Figure 1. Placed standard cells (run 1).
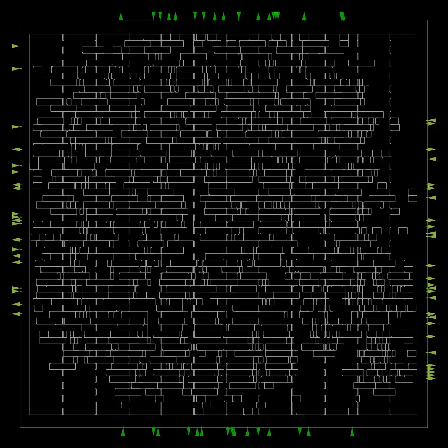
Figure 2. Met2 routing (run 1).
Drawn at 2 px/µm.
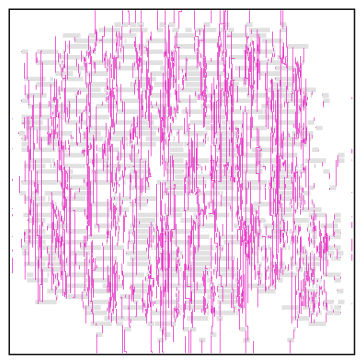
Figure 3. Pin map (run 1).
Drawn at 3 px/µm. Pins as bars across the die edge, other pins in grey.
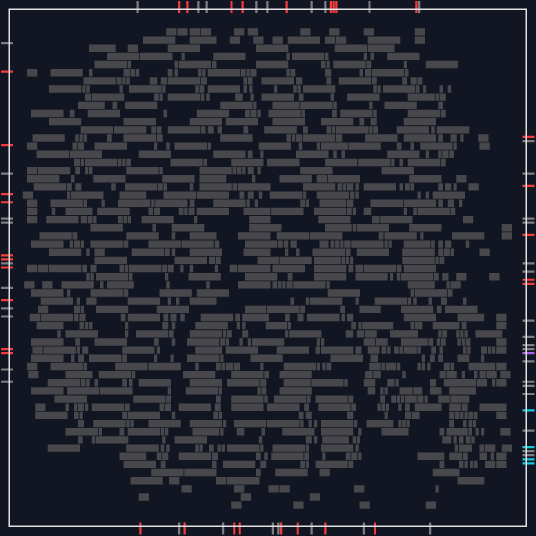
### src/rtl/multibit_fifo_buffer_if.sv
// Valid/ready stream bundle carrying one sample word per transfer.
interface multibit_fifo_buffer_if #(
    parameter int unsigned DATA_WIDTH = 32
);
    logic                  valid;
    logic [DATA_WIDTH-1:0] data;
    logic                  ready;

    // Source side drives valid/data and observes ready.
    modport master (output valid, output data, input ready);
    // Sink side observes valid/data and drives ready.
    modport slave  (input valid, input data, output ready);
endinterface

### src/rtl/multibit_fifo_buffer.sv
// Single-clock sample FIFO with occupancy, thresholds, flush, sticky
// error flags and an optional overwrite-oldest mode.
module multibit_fifo_buffer #(
    parameter int unsigned DATA_WIDTH = 32,
    parameter int unsigned DEPTH      = 8,
    parameter int unsigned AFULL_TH   = 6,
    parameter int unsigned AEMPTY_TH  = 2,
    parameter int unsigned OVERWRITE  = 0,
    localparam int unsigned CNT_W     = $clog2(DEPTH + 1)
) (
    input  logic                   clk,
    input  logic                   reset,
    multibit_fifo_buffer_if.slave  s,
    multibit_fifo_buffer_if.master m,
    input  logic                   flush,
    input  logic                   clr_flags,
    output logic [CNT_W-1:0]       count,
    output logic                   almost_full,
    output logic                   almost_empty,
    output logic                   overflow,
    output logic                   underflow
);
    localparam int unsigned AW = $clog2(DEPTH);
    localparam int unsigned PW = AW + 1;

    logic [DATA_WIDTH-1:0] mem [DEPTH];
    logic [PW-1:0]         rptr, wptr, rptr_nxt, wptr_nxt;
    logic [CNT_W-1:0]      count_nxt;
    logic                  overflow_nxt, underflow_nxt;
    logic                  ovf_evt, udf_evt;
    logic                  empty, full, push, pop;

    // Status decoded from registered pointers; the pointer MSB is the wrap bit.
    assign empty = (rptr == wptr);
    assign full  = (rptr[AW-1:0] == wptr[AW-1:0]) && (rptr[AW] != wptr[AW]);

    // Overwrite mode never stalls the producer; flush always blocks a push.
    assign s.ready = ~flush & ((OVERWRITE != 0) | ~full);
    assign m.valid = ~empty;
    assign m.data  = mem[rptr[AW-1:0]];

    assign push = s.valid & s.ready;
    assign pop  = m.valid & m.ready & ~flush;

    assign almost_full  = (count >= CNT_W'(AFULL_TH));
    assign almost_empty = (count <= CNT_W'(AEMPTY_TH));

    // Next pointers, occupancy and flag events in flush > push/pop priority.
    always_comb begin
        rptr_nxt  = rptr;
        wptr_nxt  = wptr;
        count_nxt = count;
        ovf_evt   = 1'b0;
        udf_evt   = 1'b0;
        if (flush) begin
            rptr_nxt  = '0;
            wptr_nxt  = '0;
            count_nxt = '0;
        end else begin
            if (push) begin
                wptr_nxt = wptr + PW'(1);
            end
            // A push into a full FIFO only gets here in overwrite mode; it evicts the head.
            if (pop || (push && full)) begin
                rptr_nxt = rptr + PW'(1);
            end
            if (push && !pop && !full) begin
                count_nxt = count + CNT_W'(1);
            end else if (pop && !push) begin
                count_nxt = count - CNT_W'(1);
            end
            if (OVERWRITE != 0) begin
                ovf_evt = push & full & ~pop;
            end else begin
                ovf_evt = s.valid & full;
            end
            udf_evt = m.ready & empty;
        end
        overflow_nxt  = ovf_evt | (overflow & ~clr_flags);
        underflow_nxt = udf_evt | (underflow & ~clr_flags);
    end

    // Pointer, occupancy and sticky flag registers.
    always_ff @(posedge clk or posedge reset) begin
        if (reset) begin
            rptr      <= '0;
            wptr      <= '0;
            count     <= '0;
            overflow  <= 1'b0;
            underflow <= 1'b0;
        end else begin
            rptr      <= rptr_nxt;
            wptr      <= wptr_nxt;
            count     <= count_nxt;
            overflow  <= overflow_nxt;
            underflow <= underflow_nxt;
        end
    end

    // Sample storage; contents are intentionally not reset.
    always_ff @(posedge clk) begin
        if (push) begin
            mem[wptr[AW-1:0]] <= s.data;
        end
    end
endmodule

### src/flat_wrapper.sv
// flat-port wrapper written by rule: the top's interface ports become plain ports
module multibit_fifo_buffer_flat 
#(
    parameter int unsigned DATA_WIDTH = 32,
    parameter int unsigned DEPTH      = 8,
    parameter int unsigned AFULL_TH   = 6,
    parameter int unsigned AEMPTY_TH  = 2,
    parameter int unsigned OVERWRITE  = 0,
    localparam int unsigned CNT_W     = $clog2(DEPTH + 1)
)
  (clk, reset, flush, clr_flags, count, almost_full, almost_empty, overflow, underflow, s_valid, s_data, s_ready, m_valid, m_data, m_ready);
  multibit_fifo_buffer_if #(.DATA_WIDTH(DATA_WIDTH)) s_i ();
  multibit_fifo_buffer_if #(.DATA_WIDTH(DATA_WIDTH)) m_i ();
  input  logic clk;
  input  logic reset;
  input  logic flush;
  input  logic clr_flags;
  output logic [CNT_W-1:0] count;
  output logic almost_full;
  output logic almost_empty;
  output logic overflow;
  output logic underflow;
  input wire logic [$bits(s_i.valid)-1:0] s_valid;
  input wire logic [$bits(s_i.data)-1:0] s_data;
  output wire logic [$bits(s_i.ready)-1:0] s_ready;
  output wire logic [$bits(m_i.valid)-1:0] m_valid;
  output wire logic [$bits(m_i.data)-1:0] m_data;
  input wire logic [$bits(m_i.ready)-1:0] m_ready;
  assign s_i.valid = s_valid;
  assign s_i.data = s_data;
  assign s_ready = s_i.ready;
  assign m_valid = m_i.valid;
  assign m_data = m_i.data;
  assign m_i.ready = m_ready;
  multibit_fifo_buffer #(.DATA_WIDTH(DATA_WIDTH), .DEPTH(DEPTH), .AFULL_TH(AFULL_TH), .AEMPTY_TH(AEMPTY_TH), .OVERWRITE(OVERWRITE)) u_core (.clk(clk), .reset(reset), .s(s_i), .m(m_i), .flush(flush), .clr_flags(clr_flags), .count(count), .almost_full(almost_full), .almost_empty(almost_empty), .overflow(overflow), .underflow(underflow));
endmodule
### config.mk
export PLATFORM = sky130hd
export DESIGN_NAME = multibit_fifo_buffer_flat
export DESIGN_NICKNAME = d
export VERILOG_FILES = /design/src/rtl/multibit_fifo_buffer_if.sv /design/src/rtl/multibit_fifo_buffer.sv /design/src/flat_wrapper.sv
export SDC_FILE = /design/constraint.sdc
export NUM_CORES = 1
export LEC_CHECK = 0
export ABC_AREA = 1
export ABC_CLOCK_PERIOD_IN_PS = 4600
export CAP_MARGIN = 20
export CORE_MARGIN = 4
export CORE_UTILIZATION = 40
export DETAILED_ROUTE_END_ITERATION = 7
export PLACE_DENSITY_LB_ADDON = 0.15
export SYNTH_ARGS = -nofsm -noshare
export SYNTH_HDL_FRONTEND = slang
export SYNTH_SLANG_ARGS = --single-unit
### constraint.sdc
create_clock -name clk -period 4.6 [get_ports clk]
set_input_delay 0.92 -clock clk [delete_from_list [all_inputs] [get_ports clk]]
set_output_delay 0.92 -clock clk [all_outputs]
set_load 0.02 [all_outputs]
==> impl_metrics.env, run 1 <==
# flow metrics
export IMPL_status="finished, final reports clean"
export IMPL_ys_cells=850
export IMPL_clock_buffers=40
export IMPL_worst_setup_path_end_kind="output pin"
export IMPL_fin_tns_setup_ns=0
export IMPL_netlist_area_um2=10740
export IMPL_r2r_start="u_core.rptr[0]"
export IMPL_fmax_ghz=0.2562
export IMPL_yosys_warnings=0
export IMPL_cts_sinks=270
export IMPL_path_cells="buf_4 > o21ai_0 > o22ai_1 > nor2_1 > a31oi_1 > clkdlybuf4s50_1"
export IMPL_synth_flops=270
export IMPL_worstSkewPairLatency_ns=0.53
export IMPL_tightest_slew_ns=0.7988
export IMPL_grt_overflow_total=0
export IMPL_grt_pass1_vias=6416
export IMPL_period_needed_ns=3.903
export IMPL_coreArea_um2=26210
export IMPL_reg2reg_depth=10
export IMPL_ys_sh_mux_pct=0
export IMPL_fin_area_um2=12920
export IMPL_dr_pass1_iters=4
export IMPL_io_buffers=79
export IMPL_dpl_hpwl_um=12560
export IMPL_period_used_pct=84.86
export IMPL_hold_end="u_core.wptr[3]"
export IMPL_hold_violations=0
export IMPL_logic_family="simple AND/OR/NAND/NOR gates"
export IMPL_slew_viol_final=0
export IMPL_ys_area_um2=10740
export IMPL_p_leak_nw=4.368
export IMPL_cp_depth=6
export IMPL_cts_max_level=1
export IMPL_drive_gt1_share_pct=8.491
export IMPL_cp_arrival_ns=2.98
export IMPL_fp_dieH_um=171.9
export IMPL_signal_buffers=101
export IMPL_vias=6625
export IMPL_row_count=59
export IMPL_diodes=0
export IMPL_inverters=25
export IMPL_syn2layout_area_growth_pct=20.26
export IMPL_top_cell_area_share_pct=71.58
export IMPL_min_from="u_core.wptr[3]"
export IMPL_crit_path_max_incr_delay_ns=0.68
export IMPL_top_layer_used="met4"
export IMPL_path_max_fanout=31
export IMPL_ctsResizeCount=0
export IMPL_hold_depth=1
export IMPL_cts_tree="yes"
export IMPL_syn_area_per_cell_um2=12.64
export IMPL_wl_um=23630
export IMPL_hold_path_class="flip-flop to flip-flop"
export IMPL_yosysTopAreaCell="edfxtp_1"
export IMPL_comb_cell_share_pct=18.89
export IMPL_path_clk_slew_ns=0.06
export IMPL_worstSetupStartpointType="flip-flop"
export IMPL_wl_met3_um=1189
export IMPL_n_sequential_cell=270
export IMPL_clock_path_buffers=3
export IMPL_grt_pass1_wl_um=36580
export IMPL_clock_cell_area_share_pct=6.975
export IMPL_max_slew_margin_pct=46.75
export IMPL_synth_edff_count=256
export IMPL_timing_critical_path_buf_inv=2
export IMPL_wl_per_cell_um=18.33
export IMPL_hold_buffers=0
export IMPL_netlist_instances=850
export IMPL_via_per_inst=5.140
export IMPL_regToRegEndpoint="u_core.mem[6][24]"
export IMPL_die_area_um2=29540
export IMPL_comb_multi_input_count=505
export IMPL_syn_nets=893
export IMPL_yosys_top_cells_count="256 x edfxtp_1, 233 x nor2_1, 134 x o21ai_0"
export IMPL_powerDensity_nw_per_um2=478.1
export IMPL_synth_seq_share_pct=74.84
export IMPL_first_iter_violations=419
export IMPL_area_leaders="edfxtp_1 72%, nor2_1 8.1%, o21ai_0 6.2%"
export IMPL_crit_path_top_delay_cell="clkdlybuf4s50_1"
export IMPL_fa_ha_area_share_pct=0.6524
export IMPL_grt_use_total_pct=15.88
export IMPL_place_area_um2=12020
export IMPL_most_common_cell="edfxtp_1"
export IMPL_path_delay_family="buffers and inverters"
export IMPL_bufAreaShareNonClock_pct=7.885
export IMPL_async_reset_ff_share_pct=5.185
export IMPL_die_x_um=171.9
export IMPL_aoi_share_pct=10.59
export IMPL_fp_util_pct=40.98
export IMPL_crit_type="flip-flop to output pin"
export IMPL_synth_cell_type_count=26
## Picture notes: Figure 1
Well Taps: 335
Filler cells: 2261

## Picture notes: Figure 2
The layer holds 48% of the routed length. The wires run mostly vertical. The longest straight run is 87.0 µm. The layer carries 11300 µm of wire.

## Picture notes: Figure 3
Red shows `s_data`, pins 32, direction input, edge 10 west, 9 north, 8 south, 5 east. Cyan shows `count`, pins 4, direction output, edge east. Purple shows `overflow`, pins 1, direction output, edge east.
All pins by edge: 27 east, 20 west, 18 north, 15 south.

-- run 1: logic make-up (layout without fill, tap and decap cells) --
family                     count (synthesis)  after routing
buffers and inverters                     75            179
and+or+nand+nor                          288            288
AOI/OAI and AO/OA                        210            210
DFF                                      270            270
xor gates and xnor gates                   2              2
adders and majority gates                  5              5
-- run 1: per-layer routing --
layer  vias up  track usage [%]
met4         0            3.042
met3        28            2.561
met5         -                0
met1      3245            21.95
li1       3229                -
met2       123            27.02
-- run 1: per-stage QoR --
step                instances  hold slack (ns)  util (%)  worst slack (ns)  power (mW)
global placement         1236           0.4856     45.85             1.202       4.026
floorplan                 850           0.4548         -            0.3195       3.536
CTS                      1289           0.4933     49.29            0.6610       6.252
finish                   1289           0.4923     49.29            0.6966       6.175
detailed placement       1236           0.4876     45.85             1.141       4.027
global route             1289           0.5475     49.29            0.5312       6.465
-- run 1: sequential cells by signal, indices dropped and copies added (netlist names) --
| signal | count |
|---|---|
| u_core.count | 4 |
| u_core.mem | 256 |
| u_core.overflow | 1 |
| u_core.rptr | 4 |
| u_core.underflow | 1 |
| u_core.wptr | 4 |
-- run 1: how the worst max path moves through the flow --
stage	start	end
after floorplan	flush	u_core.mem[6][0]
after global placement	flush	u_core.mem[3][6]
after detailed placement	flush	u_core.mem[6][15]
after CTS	u_core.rptr[0]	m_data[31]
after global routing	u_core.rptr[0]	m_data[26]
final	u_core.rptr[0]	m_data[28]
-- run 1: power breakdown --
part	switching [mW]	internal, mW
registers	0.0429	2.76
logic	0.704	0.457
clock network	0.892	1.32
Figure 4. Wiring by layer (run 1).
Drawn at 2 px/µm. Two of the layers only.
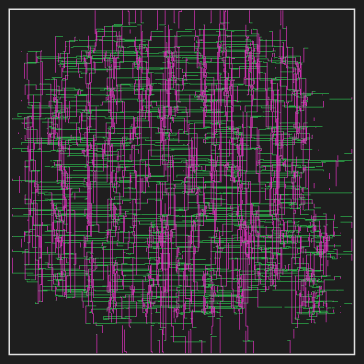

==> run 2, diff against run 1 <==
--- a/config.mk
+++ b/config.mk
@@ -6,7 +6,7 @@
 export NUM_CORES = 1
 export LEC_CHECK = 0
 export ABC_AREA = 1
-export ABC_CLOCK_PERIOD_IN_PS = 4600
+export ABC_CLOCK_PERIOD_IN_PS = 3300
 export CAP_MARGIN = 20
 export CORE_MARGIN = 4
 export CORE_UTILIZATION = 40
==> constraint.sdc (replaced) <==
create_clock -name clk -period 3.3 [get_ports clk]
set_input_delay 0.66 -clock clk [delete_from_list [all_inputs] [get_ports clk]]
set_output_delay 0.66 -clock clk [all_outputs]
set_load 0.02 [all_outputs]
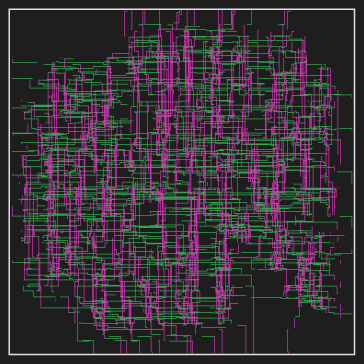
Figure 5: run 2, wiring by layer.
Drawn at 2 px/µm. Two of the layers only.
Magenta shows metal 2, wire length 11200 µm. Green shows metal 1, wire length 11600 µm.

==> run 2 against run 1 <==
  * Clock power grew about 30%
  * Power grew 36%
  * Synthesized area is the same
  * Critical endpoint is now m_data[31]
  * Register-to-register slack got worse by 0.86 ns
  * Global-route usage up 0.35 points
  * Cell area grew 1.0%
  * Die area stayed put
==> impl_metrics.env, run 2 <==
# flow metrics
export IMPL_crit_path_max_incr_delay_ns=0.64
export IMPL_die_area_um2=29540
export IMPL_worstSkewPairLatency_ns=0.53
export IMPL_maxPowerGroup="registers"
export IMPL_cp_arrival_ns=2.51
export IMPL_comb_power_share_pct=19.4
export IMPL_vias=6674
export IMPL_area_leaders="edfxtp_1 72%, nor2_1 8.1%, o21ai_0 6.2%"
export IMPL_dr_pass1_iters=4
export IMPL_syn_area_per_cell_um2=12.64
export IMPL_clk_power_mw=2.89
export IMPL_via_per_inst=5.166
export IMPL_seq_power_mw=3.88
export IMPL_crit_type="flip-flop to output pin"
export IMPL_fmax_ghz=0.3158
export IMPL_path_clk_slew_ns=0.06
export IMPL_slew_viol_final=0
export IMPL_power_mw=8.405
export IMPL_r2r_start="u_core.rptr[1]"
export IMPL_pwr_share_seq_pct=46.2
export IMPL_netlist_instances=850
export IMPL_row_count=59
export IMPL_period_used_pct=95.94
export IMPL_yosys_top_cells_count="256 x edfxtp_1, 233 x nor2_1, 134 x o21ai_0"
export IMPL_path_max_fanout=29
export IMPL_place_area_um2=12170
export IMPL_p_clk_share_pct=34.3
export IMPL_stdcell_count=1292
export IMPL_fp_dieH_um=171.9
export IMPL_p_leak_nw=4.566
export IMPL_syn2layout_area_growth_pct=21.46
export IMPL_grt_overflow_total=0
export IMPL_fin_tns_setup_ns=0
export IMPL_most_common_cell="edfxtp_1"
export IMPL_cts_sinks=270
export IMPL_powerDensity_nw_per_um2=644.3
export IMPL_io_buffers=79
export IMPL_crit_path_start="u_core.rptr[0]"
export IMPL_drive_gt1_share_pct=8.882
export IMPL_tightest_slew_ns=0.6627
export IMPL_pg_comb_mw=1.63
export IMPL_coreArea_um2=26210
export IMPL_synth_edff_count=256
export IMPL_grtUsageMet3_pct=2.469
export IMPL_clock_path_buffers=3
export IMPL_grt_util_met2_pct=26.29
export IMPL_async_reset_ff_share_pct=5.185
export IMPL_first_iter_violations=529
export IMPL_p_sw_share_pct=26.98
export IMPL_crit_path_top_delay_cell="clkdlybuf4s50_1"
export IMPL_largest_reg_flops=256
export IMPL_setup_ws_ns=0.1339
export IMPL_max_slew_margin_pct=55.77
export IMPL_synth_cell_type_count=26
export IMPL_timing_critical_path_buf_inv=3
export IMPL_die_x_um=171.9
export IMPL_wl_um=24080
export IMPL_hold_buffers=0
export IMPL_wl_per_cell_um=18.63
export IMPL_status="finished, final reports clean"
export IMPL_fill_cells=2280
export IMPL_grt_pass1_wl_um=37490
export IMPL_p_int_mw=6.137
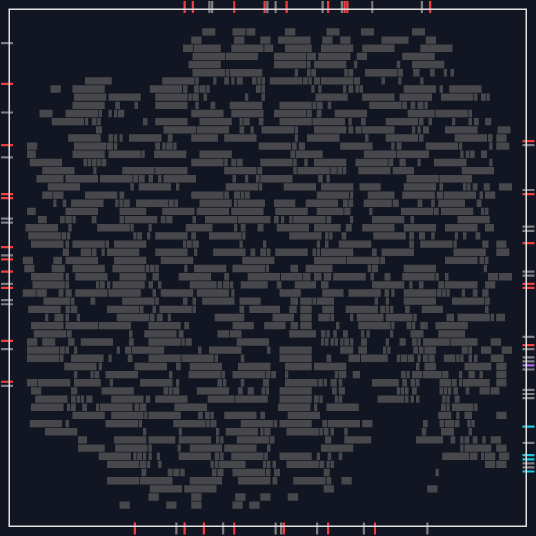
Figure 6: run 2, pin map.
Drawn at 3 px/µm. Pins as bars across the die edge, other pins in grey.
Purple shows `overflow`, pins 1, direction output, edge east. Cyan shows `count`, pins 4, direction output, edge east. Red shows `s_data`, pins 32, direction input, edge 10 west, 9 north, 7 south, 6 east.
All pins by edge: 28 east, 21 west, 17 north, 14 south.

==> run 2: netlist changes by cell type in the layout (fill, tap and decap cells not counted), moves of 2 or more <==
cell | previous run | this run
clkinv_1 | 8 | 10
buf_6 | 0 | 2
clkbuf_1 | 11 | 8
bufinv_16 | 3 | 1
dlygate4sd2_1 | 0 | 11
dlymetal6s2s_1 | 0 | 15
buf_12 | 5 | 12
clkdlybuf4s50_1 | 79 | 53
buf_4 | 17 | 13
==> run 2: worst paths after layout <==
check,endpoint,depth (start not counted),slack (ns)
max,m_data[31],7,0.13
min,u_core.wptr[3],1,0.49
max reg2reg,u_core.mem[6][21],12,0.67
min reg2reg,u_core.wptr[3],1,0.49
max in group asynchronous,u_core.rptr[0],2,2.27
min in group asynchronous,u_core.count[1],2,0.53
==> run 2: logic make-up after synthesis <==
family,count (synthesis),share of synthesized area [%]
AND/OR/NAND/NOR,288,10.78
flip-flops,270,74.84
AND-OR/OR-AND,210,10.59
buffers and inverters,75,2.982
adder cells (fa/ha/maj),5,0.6524
XOR/XNOR,2,0.1631
==> run 2: cell type report <==
| cell class | instances | area share [%] |
|---|---|---|
| clock inverter | 13 | 0.6234 |
| sequential | 270 | 61.65 |
| inverter | 25 | 0.7481 |
| multi-input combinational | 505 | 18.75 |
| timing repair buffer | 107 | 9.217 |
| clock buffer | 37 | 5.793 |
| tap | 335 | 3.213 |
==> run 2: worst register-to-register path, delay by kind of cell, from the launching register on <==
family                 cells  cell delay (ns)
buffers and inverters      5             0.99
DFF                        1             0.44
and+or+nand+nor            7             0.88
==> run 2: through the flow <==
stage | hold WS [ns] | utilization, %
5_1_grt | 0.5375 | 49.78
3_5_place_dp | 0.4828 | 46.43
3_3_place_gp | 0.4782 | 46.43
2_1_floorplan | 0.4548 | -
4_1_cts | 0.4916 | 49.61
6_report | 0.4879 | 49.78
==> run 3, diff against run 2 <==
--- a/config.mk
+++ b/config.mk
@@ -10,6 +10,7 @@
 export CAP_MARGIN = 20
 export CORE_MARGIN = 4
 export CORE_UTILIZATION = 40
+export CTS_CLUSTER_SIZE = 14
 export DETAILED_ROUTE_END_ITERATION = 7
 export PLACE_DENSITY_LB_ADDON = 0.15
 export SYNTH_ARGS = -nofsm -noshare
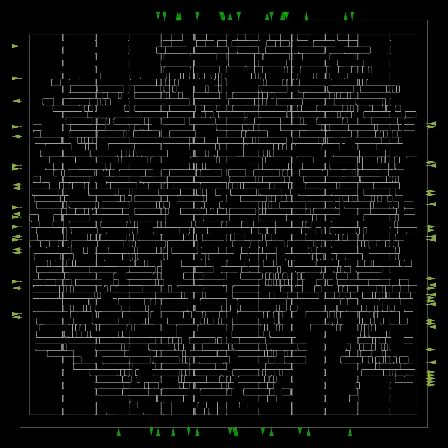
Figure 7: run 3, placed standard cells.
Core Util, Final: 49.78%
Row Count: 59
total core area: 26210 µm²
FFs & Latches: 270
fraction of area in registers: 61.65%

==> run 3 against run 2 <==
  * Via count did not move
  * Cell area unchanged
  * Fmax stayed put
  * Wire length is the same
  * Die area is the same
  * Largest cell class unchanged
==> impl_metrics.env, run 3 <==
# flow metrics
export IMPL_simple_gate_share_pct=10.78
export IMPL_crit_type="flip-flop to output pin"
export IMPL_fa_ha_area_share_pct=0.6524
export IMPL_hold_depth=1
export IMPL_diodes=0
export IMPL_p_int_mw=6.137
export IMPL_fin_tns_setup_ns=0
export IMPL_path_delay_family="buffers and inverters"
export IMPL_ys_cells=850
export IMPL_p_clk_share_pct=34.3
export IMPL_die_x_um=171.9
export IMPL_seq_power_mw=3.88
export IMPL_grt_use_total_pct=16.23
export IMPL_place_area_um2=12170
export IMPL_stdcell_count=1292
export IMPL_wl_per_cell_um=18.63
export IMPL_syn_nets=893
export IMPL_grt_pass1_wl_um=37490
export IMPL_period_needed_ns=3.166
export IMPL_cts_sinks=270
export IMPL_wl_um=24080
export IMPL_top_cell_area_share_pct=71.58
export IMPL_largest_reg_flops=256
export IMPL_clk_power_mw=2.89
export IMPL_logic_area_um2=2446
export IMPL_crit_path_top_delay_cell="clkdlybuf4s50_1"
export IMPL_gp_congestion=0.7331
export IMPL_pg_comb_mw=1.63
export IMPL_synth_flops=270
export IMPL_p_leak_nw=4.566
export IMPL_dr_pass1_iters=4
export IMPL_fp_util_pct=40.98
export IMPL_path_clk_slew_ns=0.06
export IMPL_pwr_share_seq_pct=46.2
export IMPL_first_iter_violations=529
export IMPL_logic_family="simple AND/OR/NAND/NOR gates"
export IMPL_fin_area_um2=13050
export IMPL_cp_arrival_ns=2.51
export IMPL_tightest_slew_ns=0.6627
export IMPL_fin_skew_ns=0.01195
export IMPL_max_slew_margin_pct=55.77
export IMPL_cts_max_level=1
export IMPL_die_area_um2=29540
export IMPL_syn_area_per_cell_um2=12.64
export IMPL_drive_gt1_share_pct=8.882
export IMPL_maxPowerGroup="registers"
export IMPL_comb_power_share_pct=19.4
export IMPL_fmax_ghz=0.3158
export IMPL_via_per_inst=5.166
export IMPL_status="finished, final reports clean"
export IMPL_grt_overflow_total=0
export IMPL_p_sw_share_pct=26.98
export IMPL_async_reset_ff_share_pct=5.185
export IMPL_io_buffers=79
export IMPL_netlist_area_um2=10740
export IMPL_clock_path_buffers=3
export IMPL_regToRegEndpoint="u_core.mem[6][21]"
export IMPL_min_from="u_core.wptr[3]"
export IMPL_crit_path_max_incr_delay_ns=0.64
export IMPL_dp_cells=1242
export IMPL_reg2reg_depth=12
export IMPL_synth_cell_type_count=26
export IMPL_r2r_slack_ns=0.67
export IMPL_worst_setup_path_end_kind="output pin"
export IMPL_power_mw=8.405
export IMPL_ys_area_um2=10740
export IMPL_yosys_top_cells_count="256 x edfxtp_1, 233 x nor2_1, 134 x o21ai_0"
export IMPL_r2r_start="u_core.rptr[1]"
export IMPL_netlist_instances=850
export IMPL_dpl_hpwl_um=13150
export IMPL_most_common_cell="edfxtp_1"
export IMPL_hold_end="u_core.wptr[3]"
export IMPL_syn2layout_area_growth_pct=21.46
export IMPL_yosysTopAreaCell="edfxtp_1"
export IMPL_cts_tree="yes"
export IMPL_ys_sh_mux_pct=0
export IMPL_timing_critical_path_buf_inv=3
export IMPL_aoi_share_pct=10.59
export IMPL_slew_viol_final=0
export IMPL_worstSkewPairLatency_ns=0.53
export IMPL_path_cells="clkinv_2 > buf_6 > nor2_1 > o22ai_1 > nor2_1 > a31oi_1 > clkdlybuf4s50_1"
export IMPL_powerDensity_nw_per_um2=644.3
export IMPL_hold_path_class="flip-flop to flip-flop"
export IMPL_yosys_area_share_xor_xnor_pct=0.1631
export IMPL_grt_pass1_vias=6516
export IMPL_hold_buffers=0
export IMPL_setup_ws_ns=0.1339
export IMPL_synth_edff_count=256
export IMPL_synth_seq_share_pct=74.84
export IMPL_area_leaders="edfxtp_1 72%, nor2_1 8.1%, o21ai_0 6.2%"
export IMPL_dpl_worst_slack_ns=0.4790
export IMPL_path_max_fanout=29
export IMPL_yosys_warnings=0
export IMPL_fill_cells=2280
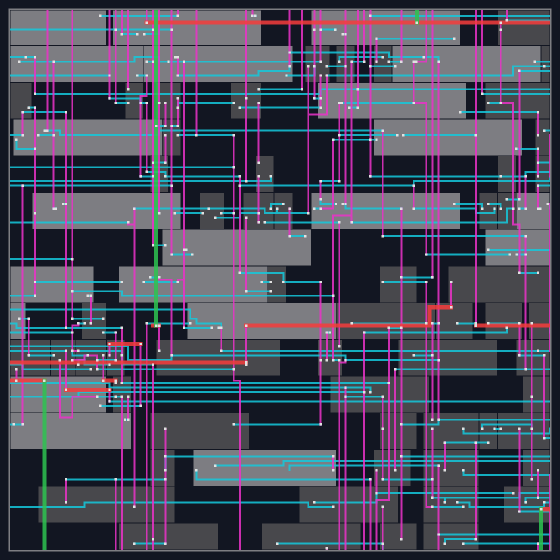
Figure 8: run 3, a small window of the routed layout.
Region (66, 66) to (106, 106) µm. Cells in grey, sequential cells in the stronger grey; small squares are vias.
Red shows metal 3. Cyan shows metal 1. Green shows metal 4. Magenta shows metal 2.
Most frequent: edfxtp_1 (17), nor2_1 (14), buf_4 (8). 69 logic cells have their middle in the window. Netlist names of flops here include `u_core.mem` (17), `u_core.rptr` (1). Sequential cells in the window: 18.

run 3: logic make-up after synthesis:
group / Yosys count
adders and majority gates: 5
AOI/OAI and AO/OA: 210
DFF: 270
and+or+nand+nor: 288
xor gates and xnor gates: 2
buffers and inverters: 75
run 3: how the worst max path moves through the flow:
stage	endpoint	from	slack, ns	cells past startpoint
6_report	m_data[31]	u_core.rptr[0]	0.13	7
5_1_grt	m_data[31]	u_core.rptr[0]	-0.01	7
4_1_cts	m_data[31]	u_core.rptr[0]	0.003	7
3_5_place_dp	m_data[17]	u_core.rptr[0]	0.48	7
3_3_place_gp	m_data[17]	u_core.rptr[0]	0.48	7
2_1_floorplan	u_core.mem[0][0]	flush	0.15	8
run 3: metrics by stage:
stage	util (%)	hold WS, ns
finish	49.78	0.4879
global route	49.78	0.5375
CTS	49.61	0.4916
detailed placement	46.43	0.4828
global placement	46.43	0.4782
floorplan	-	0.4548
run 3: final cells by class:
cell class	instances	area share (%)
Sequential cell	270	61.65
Multi-Input combinational cell	505	18.75
Inverter	25	0.7481
Tap cell	335	3.213
Clock buffer	37	5.793
Clock inverter	13	0.6234
Timing Repair Buffer	107	9.217
run 3: worst reg2reg max path, cell delays in order, from the launching register on:
cell and delay [ns]:
dfrtp_2 0.44, inv_4 0.17, buf_12 0.21, buf_4 0.16, nand2_1 0.05, nand2_1 0.07, nor2_2 0.06, nand3_2 0.14
nand2_4 0.11, inv_1 0.11, nand2_1 0.24, nor3_4 0.21, buf_4 0.34
run 3: layer usage:
layer,track usage [%],wire length (µm)
met1,23.61,11600
met2,26.29,11160
met3,2.469,955
met4,3.349,358
met5,0,0
run 3: what timing repair did:
action	CTS	global route
resized	13	17
hold endpoints to repair	0	0
endpoints found under the setup margin	13	22
cloned	0	0
Power is estimated from default activity; no workload was simulated.
